===== src/rtl/mem_port_arbiter_pkg.sv =====
// Shared types and constants for the data-memory port arbiter.
// Used by mem_port_arbiter and mem_arb_pick; MEM_ARB_RR_EN selects round-robin arbitration.
package y86_mem_pkg;

   // Access sequencer states
   typedef enum logic [1:0] {
      IDLE  = 2'd0,
      ISSUE = 2'd1,
      WAIT  = 2'd2,
      RESP  = 2'd3
   } state_e;

   // Which requester owns the access in flight
   typedef enum logic {
      OWN_IF = 1'b0,
      OWN_DM = 1'b1
   } owner_e;

   // Y86 status codes; an out-of-range address is reported as SADR
   localparam logic [1:0] SAOK = 2'd0;
   localparam logic [1:0] SADR = 2'd1;
   localparam logic [1:0] SINS = 2'd2;
   localparam logic [1:0] SHLT = 2'd3;

   localparam int unsigned DEFAULT_DEPTH = 201;

   // Width of the starvation counter (STARVE_MAX must fit)
   localparam int unsigned STARVE_W = 8;

   // Full 64-bit bounds check of a word address against the memory depth
   function automatic logic addr_in_range(input logic [63:0] addr, input int unsigned depth);
      return addr < 64'(depth);
   endfunction

endpackage


===== src/rtl/mem_port_arbiter_if.sv =====
// Bus bundle between the requesters (fetch, memory stage), the arbiter and the data memory array.
// slave = arbiter view, master = environment view (requesters plus memory).
interface mem_port_arbiter_if;
   logic        if_req;
   logic [63:0] if_addr;
   logic        if_gnt;
   logic        if_rvalid;
   logic [63:0] if_rdata;
   logic        if_err;

   logic        dm_req;
   logic        dm_we;
   logic [63:0] dm_addr;
   logic [63:0] dm_wdata;
   logic        dm_gnt;
   logic        dm_rvalid;
   logic [63:0] dm_rdata;
   logic        dm_err;

   logic        busy;

   logic        mem_en;
   logic        mem_we;
   logic [63:0] mem_addr;
   logic [63:0] mem_wdata;
   logic [63:0] mem_rdata;

   modport slave (
      input  if_req, if_addr,
      output if_gnt, if_rvalid, if_rdata, if_err,
      input  dm_req, dm_we, dm_addr, dm_wdata,
      output dm_gnt, dm_rvalid, dm_rdata, dm_err,
      output busy,
      output mem_en, mem_we, mem_addr, mem_wdata,
      input  mem_rdata
   );

   modport master (
      output if_req, if_addr,
      input  if_gnt, if_rvalid, if_rdata, if_err,
      output dm_req, dm_we, dm_addr, dm_wdata,
      input  dm_gnt, dm_rvalid, dm_rdata, dm_err,
      input  busy,
      input  mem_en, mem_we, mem_addr, mem_wdata,
      output mem_rdata
   );
endinterface


===== src/rtl/mem_port_arbiter_pick.sv =====
// Combinational winner select between fetch and memory stage.
// Default: memory stage priority with a starvation override for fetch.
// MEM_ARB_RR_EN: contested requests alternate based on the last owner.
module mem_arb_pick
   import y86_mem_pkg::*;
#(
   parameter int unsigned STARVE_MAX = 3
) (
   input  logic                if_req_i,
   input  logic                dm_req_i,
`ifdef MEM_ARB_RR_EN
   input  owner_e              last_owner_i,
`else
   input  logic [STARVE_W-1:0] starve_cnt_i,
`endif
   output logic                valid_o,
   output owner_e              owner_o
);

   // Pick the owner of the next access; an uncontested request always wins
   always_comb begin
      valid_o = if_req_i | dm_req_i;
      owner_o = OWN_DM;
      if (if_req_i && !dm_req_i) begin
         owner_o = OWN_IF;
      end else if (if_req_i && dm_req_i) begin
`ifdef MEM_ARB_RR_EN
         owner_o = (last_owner_i == OWN_DM) ? OWN_IF : OWN_DM;
`else
         owner_o = (starve_cnt_i == STARVE_W'(STARVE_MAX)) ? OWN_IF : OWN_DM;
`endif
      end
   end

endmodule


===== src/rtl/mem_port_arbiter.sv =====
// Shares one single-port 64-bit data memory between instruction fetch (read-only)
// and the memory stage (read/write). Each access runs IDLE -> ISSUE -> WAIT -> RESP;
// out-of-range addresses skip the memory and respond with err (SADR) one cycle after grant.
// Define MEM_ARB_RR_EN for round-robin arbitration instead of dm priority + starvation override.
module mem_port_arbiter
   import y86_mem_pkg::*;
#(
   parameter int unsigned DEPTH      = DEFAULT_DEPTH,
   parameter int unsigned LAT        = 1,
   parameter int unsigned STARVE_MAX = 3
) (
   input  logic              clk,
   input  logic              rst_n,
   mem_port_arbiter_if.slave bus
);

   state_e      state_q;
   owner_e      owner_q;
   logic        we_q;
   logic [63:0] addr_q;
   logic [63:0] wdata_q;
   logic [2:0]  wait_q;
   logic        mem_en_q;
   logic        mem_we_q;
   logic        if_rvalid_q;
   logic [63:0] if_rdata_q;
   logic        if_err_q;
   logic        dm_rvalid_q;
   logic [63:0] dm_rdata_q;
   logic        dm_err_q;
`ifdef MEM_ARB_RR_EN
   owner_e      last_owner_q;
`else
   logic [STARVE_W-1:0] starve_q;
`endif

   logic        pickValid;
   owner_e      pickOwner;
   logic        grantValid;
   logic [63:0] gntAddr;
   logic        gntWe;
   logic [63:0] gntWdata;
   logic        gntLegal;

   mem_arb_pick #(
      .STARVE_MAX (STARVE_MAX)
   ) u_pick (
      .if_req_i     (bus.if_req),
      .dm_req_i     (bus.dm_req),
`ifdef MEM_ARB_RR_EN
      .last_owner_i (last_owner_q),
`else
      .starve_cnt_i (starve_q),
`endif
      .valid_o      (pickValid),
      .owner_o      (pickOwner)
   );

   // Grant decode: only in IDLE, and never while reset is held; fetch never writes
   always_comb begin
      grantValid = rst_n && (state_q == IDLE) && pickValid;
      gntAddr    = (pickOwner == OWN_DM) ? bus.dm_addr : bus.if_addr;
      gntWe      = (pickOwner == OWN_DM) && bus.dm_we;
      gntWdata   = (pickOwner == OWN_DM) ? bus.dm_wdata : 64'd0;
      gntLegal   = addr_in_range(gntAddr, DEPTH);
   end

   assign bus.if_gnt    = grantValid && (pickOwner == OWN_IF);
   assign bus.dm_gnt    = grantValid && (pickOwner == OWN_DM);
   assign bus.if_rvalid = if_rvalid_q;
   assign bus.if_rdata  = if_rdata_q;
   assign bus.if_err    = if_err_q;
   assign bus.dm_rvalid = dm_rvalid_q;
   assign bus.dm_rdata  = dm_rdata_q;
   assign bus.dm_err    = dm_err_q;
   assign bus.busy      = (state_q != IDLE);
   assign bus.mem_en    = mem_en_q;
   assign bus.mem_we    = mem_we_q;
   assign bus.mem_addr  = addr_q;
   assign bus.mem_wdata = wdata_q;

   // Access sequencer: latches the granted request, strobes the memory, waits LAT cycles, responds
   always_ff @(posedge clk or negedge rst_n) begin
      if (!rst_n) begin
         state_q      <= IDLE;
         owner_q      <= OWN_IF;
         we_q         <= 1'b0;
         addr_q       <= 64'd0;
         wdata_q      <= 64'd0;
         wait_q       <= 3'd0;
         mem_en_q     <= 1'b0;
         mem_we_q     <= 1'b0;
         if_rvalid_q  <= 1'b0;
         if_rdata_q   <= 64'd0;
         if_err_q     <= 1'b0;
         dm_rvalid_q  <= 1'b0;
         dm_rdata_q   <= 64'd0;
         dm_err_q     <= 1'b0;
`ifdef MEM_ARB_RR_EN
         last_owner_q <= OWN_IF;
`else
         starve_q     <= '0;
`endif
      end else begin
         case (state_q)
            IDLE: begin
               if (grantValid) begin
                  owner_q <= pickOwner;
                  we_q    <= gntWe;
                  addr_q  <= gntAddr;
                  wdata_q <= gntWdata;
`ifdef MEM_ARB_RR_EN
                  last_owner_q <= pickOwner;
`else
                  if (pickOwner == OWN_IF) begin
                     starve_q <= '0;
                  end else if (bus.if_req && (starve_q != STARVE_W'(STARVE_MAX))) begin
                     starve_q <= starve_q + 1'b1;
                  end
`endif
                  if (gntLegal) begin
                     state_q  <= ISSUE;
                     mem_en_q <= 1'b1;
                     mem_we_q <= gntWe;
                  end else begin
                     state_q <= RESP;
                     if (pickOwner == OWN_DM) begin
                        dm_rvalid_q <= 1'b1;
                        dm_err_q    <= 1'b1;
                     end else begin
                        if_rvalid_q <= 1'b1;
                        if_err_q    <= 1'b1;
                     end
                  end
               end
            end
            ISSUE: begin
               mem_en_q <= 1'b0;
               mem_we_q <= 1'b0;
               wait_q   <= 3'(LAT);
               state_q  <= WAIT;
            end
            WAIT: begin
               if (wait_q <= 3'd1) begin
                  state_q <= RESP;
                  if (owner_q == OWN_DM) begin
                     dm_rvalid_q <= 1'b1;
                     dm_rdata_q  <= we_q ? 64'd0 : bus.mem_rdata;
                  end else begin
                     if_rvalid_q <= 1'b1;
                     if_rdata_q  <= bus.mem_rdata;
                  end
               end else begin
                  wait_q <= wait_q - 3'd1;
               end
            end
            RESP: begin
               if_rvalid_q <= 1'b0;
               if_rdata_q  <= 64'd0;
               if_err_q    <= 1'b0;
               dm_rvalid_q <= 1'b0;
               dm_rdata_q  <= 64'd0;
               dm_err_q    <= 1'b0;
               state_q     <= IDLE;
            end
            default: begin
               state_q <= IDLE;
            end
         endcase
      end
   end

endmodule

===== src/flat_wrapper.sv =====
// flat-port wrapper written by rule: the top's interface ports become plain ports
module mem_port_arbiter_flat import y86_mem_pkg::*;
#(
   parameter int unsigned DEPTH      = DEFAULT_DEPTH,
   parameter int unsigned LAT        = 1,
   parameter int unsigned STARVE_MAX = 3
)
  (clk, rst_n, bus_if_req, bus_if_addr, bus_if_gnt, bus_if_rvalid, bus_if_rdata, bus_if_err, bus_dm_req, bus_dm_we, bus_dm_addr, bus_dm_wdata, bus_dm_gnt, bus_dm_rvalid, bus_dm_rdata, bus_dm_err, bus_busy, bus_mem_en, bus_mem_we, bus_mem_addr, bus_mem_wdata, bus_mem_rdata);
  mem_port_arbiter_if bus_i ();
  input  logic clk;
  input  logic rst_n;
  input wire logic [$bits(bus_i.if_req)-1:0] bus_if_req;
  input wire logic [$bits(bus_i.if_addr)-1:0] bus_if_addr;
  output wire logic [$bits(bus_i.if_gnt)-1:0] bus_if_gnt;
  output wire logic [$bits(bus_i.if_rvalid)-1:0] bus_if_rvalid;
  output wire logic [$bits(bus_i.if_rdata)-1:0] bus_if_rdata;
  output wire logic [$bits(bus_i.if_err)-1:0] bus_if_err;
  input wire logic [$bits(bus_i.dm_req)-1:0] bus_dm_req;
  input wire logic [$bits(bus_i.dm_we)-1:0] bus_dm_we;
  input wire logic [$bits(bus_i.dm_addr)-1:0] bus_dm_addr;
  input wire logic [$bits(bus_i.dm_wdata)-1:0] bus_dm_wdata;
  output wire logic [$bits(bus_i.dm_gnt)-1:0] bus_dm_gnt;
  output wire logic [$bits(bus_i.dm_rvalid)-1:0] bus_dm_rvalid;
  output wire logic [$bits(bus_i.dm_rdata)-1:0] bus_dm_rdata;
  output wire logic [$bits(bus_i.dm_err)-1:0] bus_dm_err;
  output wire logic [$bits(bus_i.busy)-1:0] bus_busy;
  output wire logic [$bits(bus_i.mem_en)-1:0] bus_mem_en;
  output wire logic [$bits(bus_i.mem_we)-1:0] bus_mem_we;
  output wire logic [$bits(bus_i.mem_addr)-1:0] bus_mem_addr;
  output wire logic [$bits(bus_i.mem_wdata)-1:0] bus_mem_wdata;
  input wire logic [$bits(bus_i.mem_rdata)-1:0] bus_mem_rdata;
  assign bus_i.if_req = bus_if_req;
  assign bus_i.if_addr = bus_if_addr;
  assign bus_if_gnt = bus_i.if_gnt;
  assign bus_if_rvalid = bus_i.if_rvalid;
  assign bus_if_rdata = bus_i.if_rdata;
  assign bus_if_err = bus_i.if_err;
  assign bus_i.dm_req = bus_dm_req;
  assign bus_i.dm_we = bus_dm_we;
  assign bus_i.dm_addr = bus_dm_addr;
  assign bus_i.dm_wdata = bus_dm_wdata;
  assign bus_dm_gnt = bus_i.dm_gnt;
  assign bus_dm_rvalid = bus_i.dm_rvalid;
  assign bus_dm_rdata = bus_i.dm_rdata;
  assign bus_dm_err = bus_i.dm_err;
  assign bus_busy = bus_i.busy;
  assign bus_mem_en = bus_i.mem_en;
  assign bus_mem_we = bus_i.mem_we;
  assign bus_mem_addr = bus_i.mem_addr;
  assign bus_mem_wdata = bus_i.mem_wdata;
  assign bus_i.mem_rdata = bus_mem_rdata;
  mem_port_arbiter #(.DEPTH(DEPTH), .LAT(LAT), .STARVE_MAX(STARVE_MAX)) u_core (.clk(clk), .rst_n(rst_n), .bus(bus_i));
endmodule

===== config.mk =====
export PLATFORM = sky130hd
export DESIGN_NAME = mem_port_arbiter_flat
export DESIGN_NICKNAME = d
export VERILOG_FILES = /design/src/rtl/mem_port_arbiter_pkg.sv /design/src/rtl/mem_port_arbiter_if.sv /design/src/rtl/mem_port_arbiter_pick.sv /design/src/rtl/mem_port_arbiter.sv /design/src/flat_wrapper.sv
export SDC_FILE = /design/constraint.sdc
export NUM_CORES = 1
export LEC_CHECK = 0
export CORE_MARGIN = 2
export CORE_UTILIZATION = 25
export DETAILED_ROUTE_END_ITERATION = 16
export HOLD_SLACK_MARGIN = 0.15
export PLACE_DENSITY = 0.51
export SYNTH_ARGS = -nofsm -noshare
export SYNTH_HDL_FRONTEND = slang
export SYNTH_SLANG_ARGS = --single-unit

===== constraint.sdc =====
create_clock -name clk -period 4.31 [get_ports clk]
set_clock_uncertainty 0.05 [all_clocks]
set_input_delay 0.862 -clock clk [delete_from_list [all_inputs] [get_ports clk]]
set_output_delay 0.862 -clock clk [all_outputs]
set_load 0.01 [all_outputs]

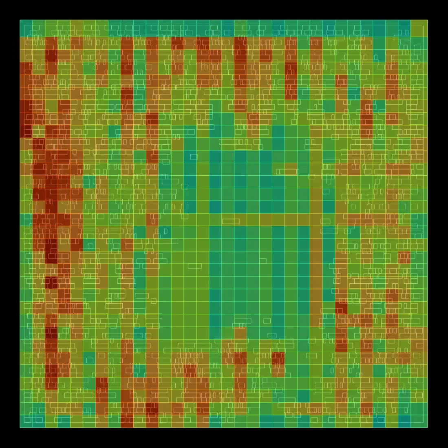
Figure 1: run 1, routing congestion.
met1 Use GR: 20.7%
routed wirelength normalized by instance count: 20.7 microns

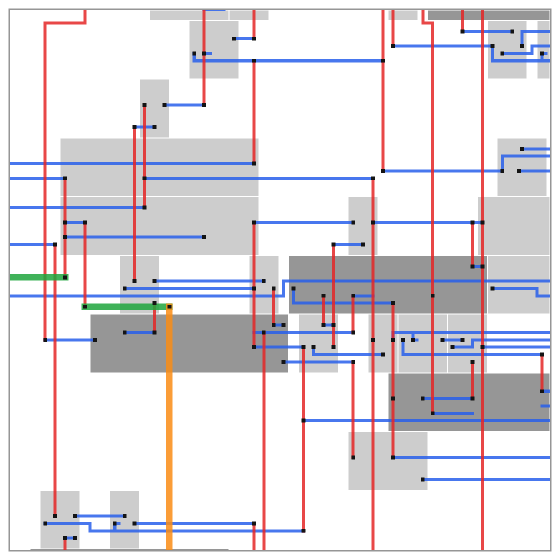
Figure 2: run 1, zoomed window.
Region (155, 155) to (180, 180) microns. Cells in gray, sequential cells in the stronger gray; small squares are vias.
color	layer
green	metal 3
orange	metal 4
blue	metal 1
red	metal 2
sequential cells in the window	3
netlist names of flops here include	`u_core.bus.dm_rdata` (2), `u_core.bus.if_rdata` (1)
most frequent	o21ai_0 (5), nand2_1 (5)
cells with their middle in the window	21

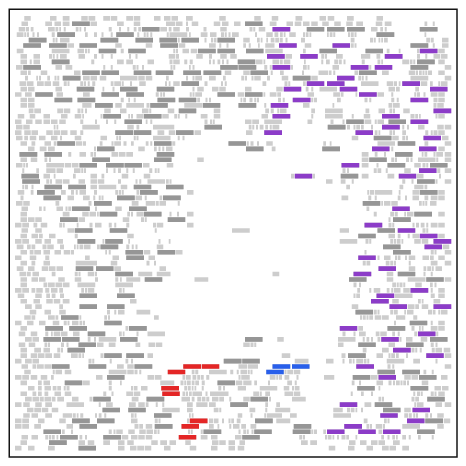
Figure 3: run 1, register map, names as in the netlist.
Scale: 2 px per micron.
color	netlist name	placed flops
red	`u_core.starve_q`	8
purple	`u_core.bus.if_rdata`	64
blue	`u_core.wait_q`	3

==> results.json, run 1 <==
{
  "synth.cellmix.xorXnorShare_pct": 0.292,
  "post_synth_top_cells": "399 x sky130_fd_sc_hd__nand2_1, 277 x sky130_fd_sc_hd__dfrtp_1, 199 x sky130_fd_sc_hd__o21ai_0",
  "synth_dominant_cell_count": "sky130_fd_sc_hd__nand2_1",
  "timing.max_cap.violations": 0,
  "grt_antenna_before_repair": 18,
  "outcome": "finished, final reports clean",
  "register_area_share_after_synthesis_pct": 57.7,
  "cts_tree": "done",
  "biggestCellCategory": "flip-flops and latches",
  "seq_area_share_pct": 36.0,
  "simple_gate_area_share_pct": 21.9,
  "clockBufferCount": 57,
  "final_nets": 2048,
  "maximum_number_of_pins_on_one_net_before_global_route_repair": 145,
  "rows": 80,
  "critPathSlowestCell": "sky130_fd_sc_hd__clkdlybuf4s50_1",
  "logic_area_sq_um": 4750,
  "drt_pre_antenna_iters": 5,
  "rsz0062_at_grt": "no",
  "cts_buf_count": 36,
  "cell_count_of_the_worst_hold_path": 2,
  "taps": 615,
  "cts_h_tree_lvls": 2
}
## run 1: flip-flops by register name, summed over array words and instances (netlist names)
| signal | cells |
|---|---|
| u_core.bus.dm_rdata | 64 |
| u_core.bus.if_rdata | 64 |
| u_core.bus.dm_err | 1 |
| u_core.bus.mem_we | 1 |
| u_core.bus.dm_rvalid | 1 |
| u_core.bus.mem_en | 1 |
| u_core.owner_q | 1 |
| u_core.bus.mem_wdata | 64 |
| u_core.bus.if_err | 1 |
| u_core.bus.mem_addr | 64 |
| u_core.state_q | 2 |
| u_core.bus.if_rvalid | 1 |
| u_core.we_q | 1 |
| u_core.wait_q | 3 |
| u_core.starve_q | 8 |
## run 1: per-layer routing
metal | track usage (%) | up-vias | wire length (microns) | part of all wire [%]
met5 | 0 | - | 155 | 0.31
met2 | 34.6 | 415 | 24700 | 49
met3 | 7.03 | 100 | 4260 | 8.5
li1 | - | 5311 | - | -
met1 | 20.7 | 5241 | 18500 | 37
met4 | 10.2 | 24 | 2520 | 5.0
## run 1: power groups by stage
stage | logic [mW] | clock network (mW) | registers, mW
2_1_floorplan | 2.21 | 0 | 4.74
3_5_place_dp | 6.25 | 0 | 4.33
3_3_place_gp | 6.21 | 0 | 4.29
5_1_grt | 6.70 | 3.28 | 4.43
6_report | 6.11 | 3.08 | 4.28
4_1_cts | 6.26 | 3.18 | 4.30
## run 1: through the flow
| step | instances | setup WS [ns] | hold slack (ns) | area (sq um) |
|---|---|---|---|---|
| floorplan | 1284 | 1.70 | 0.402 | 12000 |
| global placement | 2356 | 0.578 | 0.401 | 18000 |
| detailed placement | 2356 | 0.561 | 0.404 | 18000 |
| CTS | 2420 | 0.339 | 0.417 | 19200 |
| global route | 2425 | 0.142 | 0.441 | 19200 |
| finish | 2425 | 0.357 | 0.409 | 19200 |
Figure 4. The metal 1 layer (run 1).
Scale: 1 px per micron.
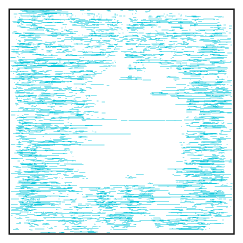

==> inputs of run 2 (changes only) <==
--- a/config.mk
+++ b/config.mk
@@ -9,7 +9,7 @@
 export CORE_UTILIZATION = 25
 export DETAILED_ROUTE_END_ITERATION = 16
 export HOLD_SLACK_MARGIN = 0.15
-export PLACE_DENSITY = 0.51
+export PLACE_DENSITY_LB_ADDON = 0.05
 export SYNTH_ARGS = -nofsm -noshare
 export SYNTH_HDL_FRONTEND = slang
 export SYNTH_SLANG_ARGS = --single-unit
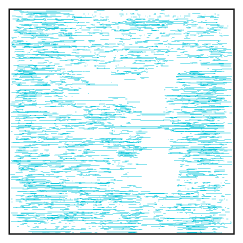
Figure 5: run 2, the metal 1 layer.
Scale: 1 px per micron.
share of all routed wire	41%
wire length on this layer	19,700 microns
longest straight run	79.1 microns
nets with wire on the layer	1,808
final WL: 48,200 microns
met1 Use GR: 23.3%
Via Count: 10,798

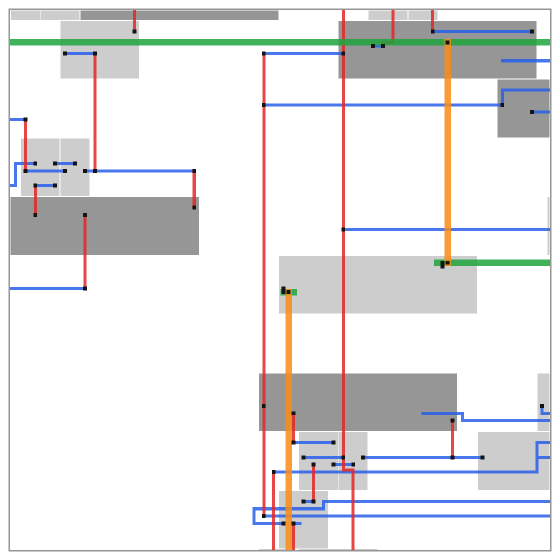
Figure 6: run 2, zoomed window.
Region (155, 155) to (180, 180) microns. Cells in gray, sequential cells in the stronger gray; small squares are vias.
color	layer
orange	metal 4
blue	metal 1
green	metal 3
red	metal 2
sequential cells in the window	3
cells with their middle in the window	11
most frequent	dfrtp_1 (3)
netlist names of flops here include	`u_core.bus.if_rdata` (2), `u_core.bus.dm_rdata` (1)

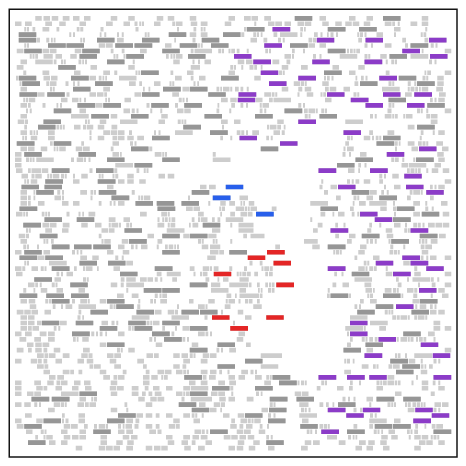
Figure 7: run 2, register map, names as in the netlist.
Scale: 2 px per micron.
color	netlist name	placed flops
purple	`u_core.bus.if_rdata`	64
red	`u_core.starve_q`	8
blue	`u_core.wait_q`	3

==> results.json, run 2 <==
{
  "outcome": "finished, final reports clean",
  "cts_buf_count": 36,
  "timing.setup.tns_ns": 0,
  "grt_antenna_before_repair": 5,
  "place_congestion": 0.833,
  "top_usage_layer": "met2",
  "global_route_total_overflow": 0,
  "hold_ws_ns": 0.414,
  "wl_met3_microns": 4890,
  "wl_met2_microns": 22100,
  "cts_tree": "done",
  "powerComb_mw": 6.02,
  "yosys_warnings": 0,
  "cts_h_tree_lvls": 2,
  "critPathSlowestCell": "sky130_fd_sc_hd__clkdlybuf4s50_1",
  "final_nets": 2049,
  "register_area_share_after_synthesis_pct": 57.7,
  "timing.max_cap.violations": 0,
  "power-top-group": "combinational cells",
  "maximum_number_of_pins_on_one_net_before_global_route_repair": 129,
  "post_synth_top_cells": "399 x sky130_fd_sc_hd__nand2_1, 277 x sky130_fd_sc_hd__dfrtp_1, 199 x sky130_fd_sc_hd__o21ai_0",
  "logic_area_sq_um": 4760,
  "cts-hold-fix-buffers": 1,
  "highest_layer": "met5",
  "drt-wirelength-per-cell_microns": 19.9,
  "use_met2_pct": 30.4,
  "p_seq_mw": 4.27,
  "powerClk_mw": 2.94
}
-- run 2: cell types whose count changed in the layout (fill, tap and decap cells not counted), sizes merged --
| cell | change |
|---|---|
| clkbuf | -10 |
| clkinv | +5 |
| diode | -5 |
| dlygate4sd3 | +1 |
| inv | -2 |
-- run 2: cell type report --
class | instances | area share (%)
inverters | 12 | 0.236
multi-input cells | 908 | 25.0
well taps | 615 | 4.03
flip-flops and latches | 277 | 36.3
clock buffers | 47 | 5.36
repair buffers | 545 | 28.6
clock inverters | 10 | 0.525
-- run 2: cell families after synthesis --
kind of cell | count (synthesis) | synth area share [%]
and+or+nand+nor | 597 | 21.9
xor gates and xnor gates | 4 | 0.292
adders and majority gates | 8 | 0.834
DFF | 277 | 57.7
buffers and inverters | 99 | 3.18
muxes | 68 | 5.67
AOI/OAI and AO/OA | 231 | 10.4
-- run 2: worst paths after layout --
| check | end | slack [ns] | cells after the start |
|---|---|---|---|
| hold / removal | u_core.bus.mem_wdata[11] | 0.41 | 2 |
| hold reg to reg | u_core.bus.mem_wdata[11] | 0.41 | 2 |
| setup reg to reg | u_core.bus.if_err | 1.26 | 8 |
| setup / recovery | bus_if_gnt | 0.23 | 6 |
| min in group asynchronous | u_core.bus.mem_addr[32] | 0.80 | 2 |
| max in group asynchronous | u_core.bus.mem_wdata[21] | 1.30 | 4 |
-- run 2: worst min-delay path, cell delays in order, from the launching register on --
cell,delay (ns)
sky130_fd_sc_hd__dfrtp_1,0.34
sky130_fd_sc_hd__nand2_1,0.05
sky130_fd_sc_hd__nand2_1,0.05
-- run 2: through the flow --
stage                     setup slack, ns  std cells  instance area [sq um]
after CTS                           0.118       2414                  19100
after global placement              0.479       2356                  17900
after global routing               0.0232       2414                  19100
final                               0.225       2414                  19100
after floorplan                      1.70       1284                  12000
after detailed placement            0.459       2356                  17900
Power and IR drop assume default switching activity.
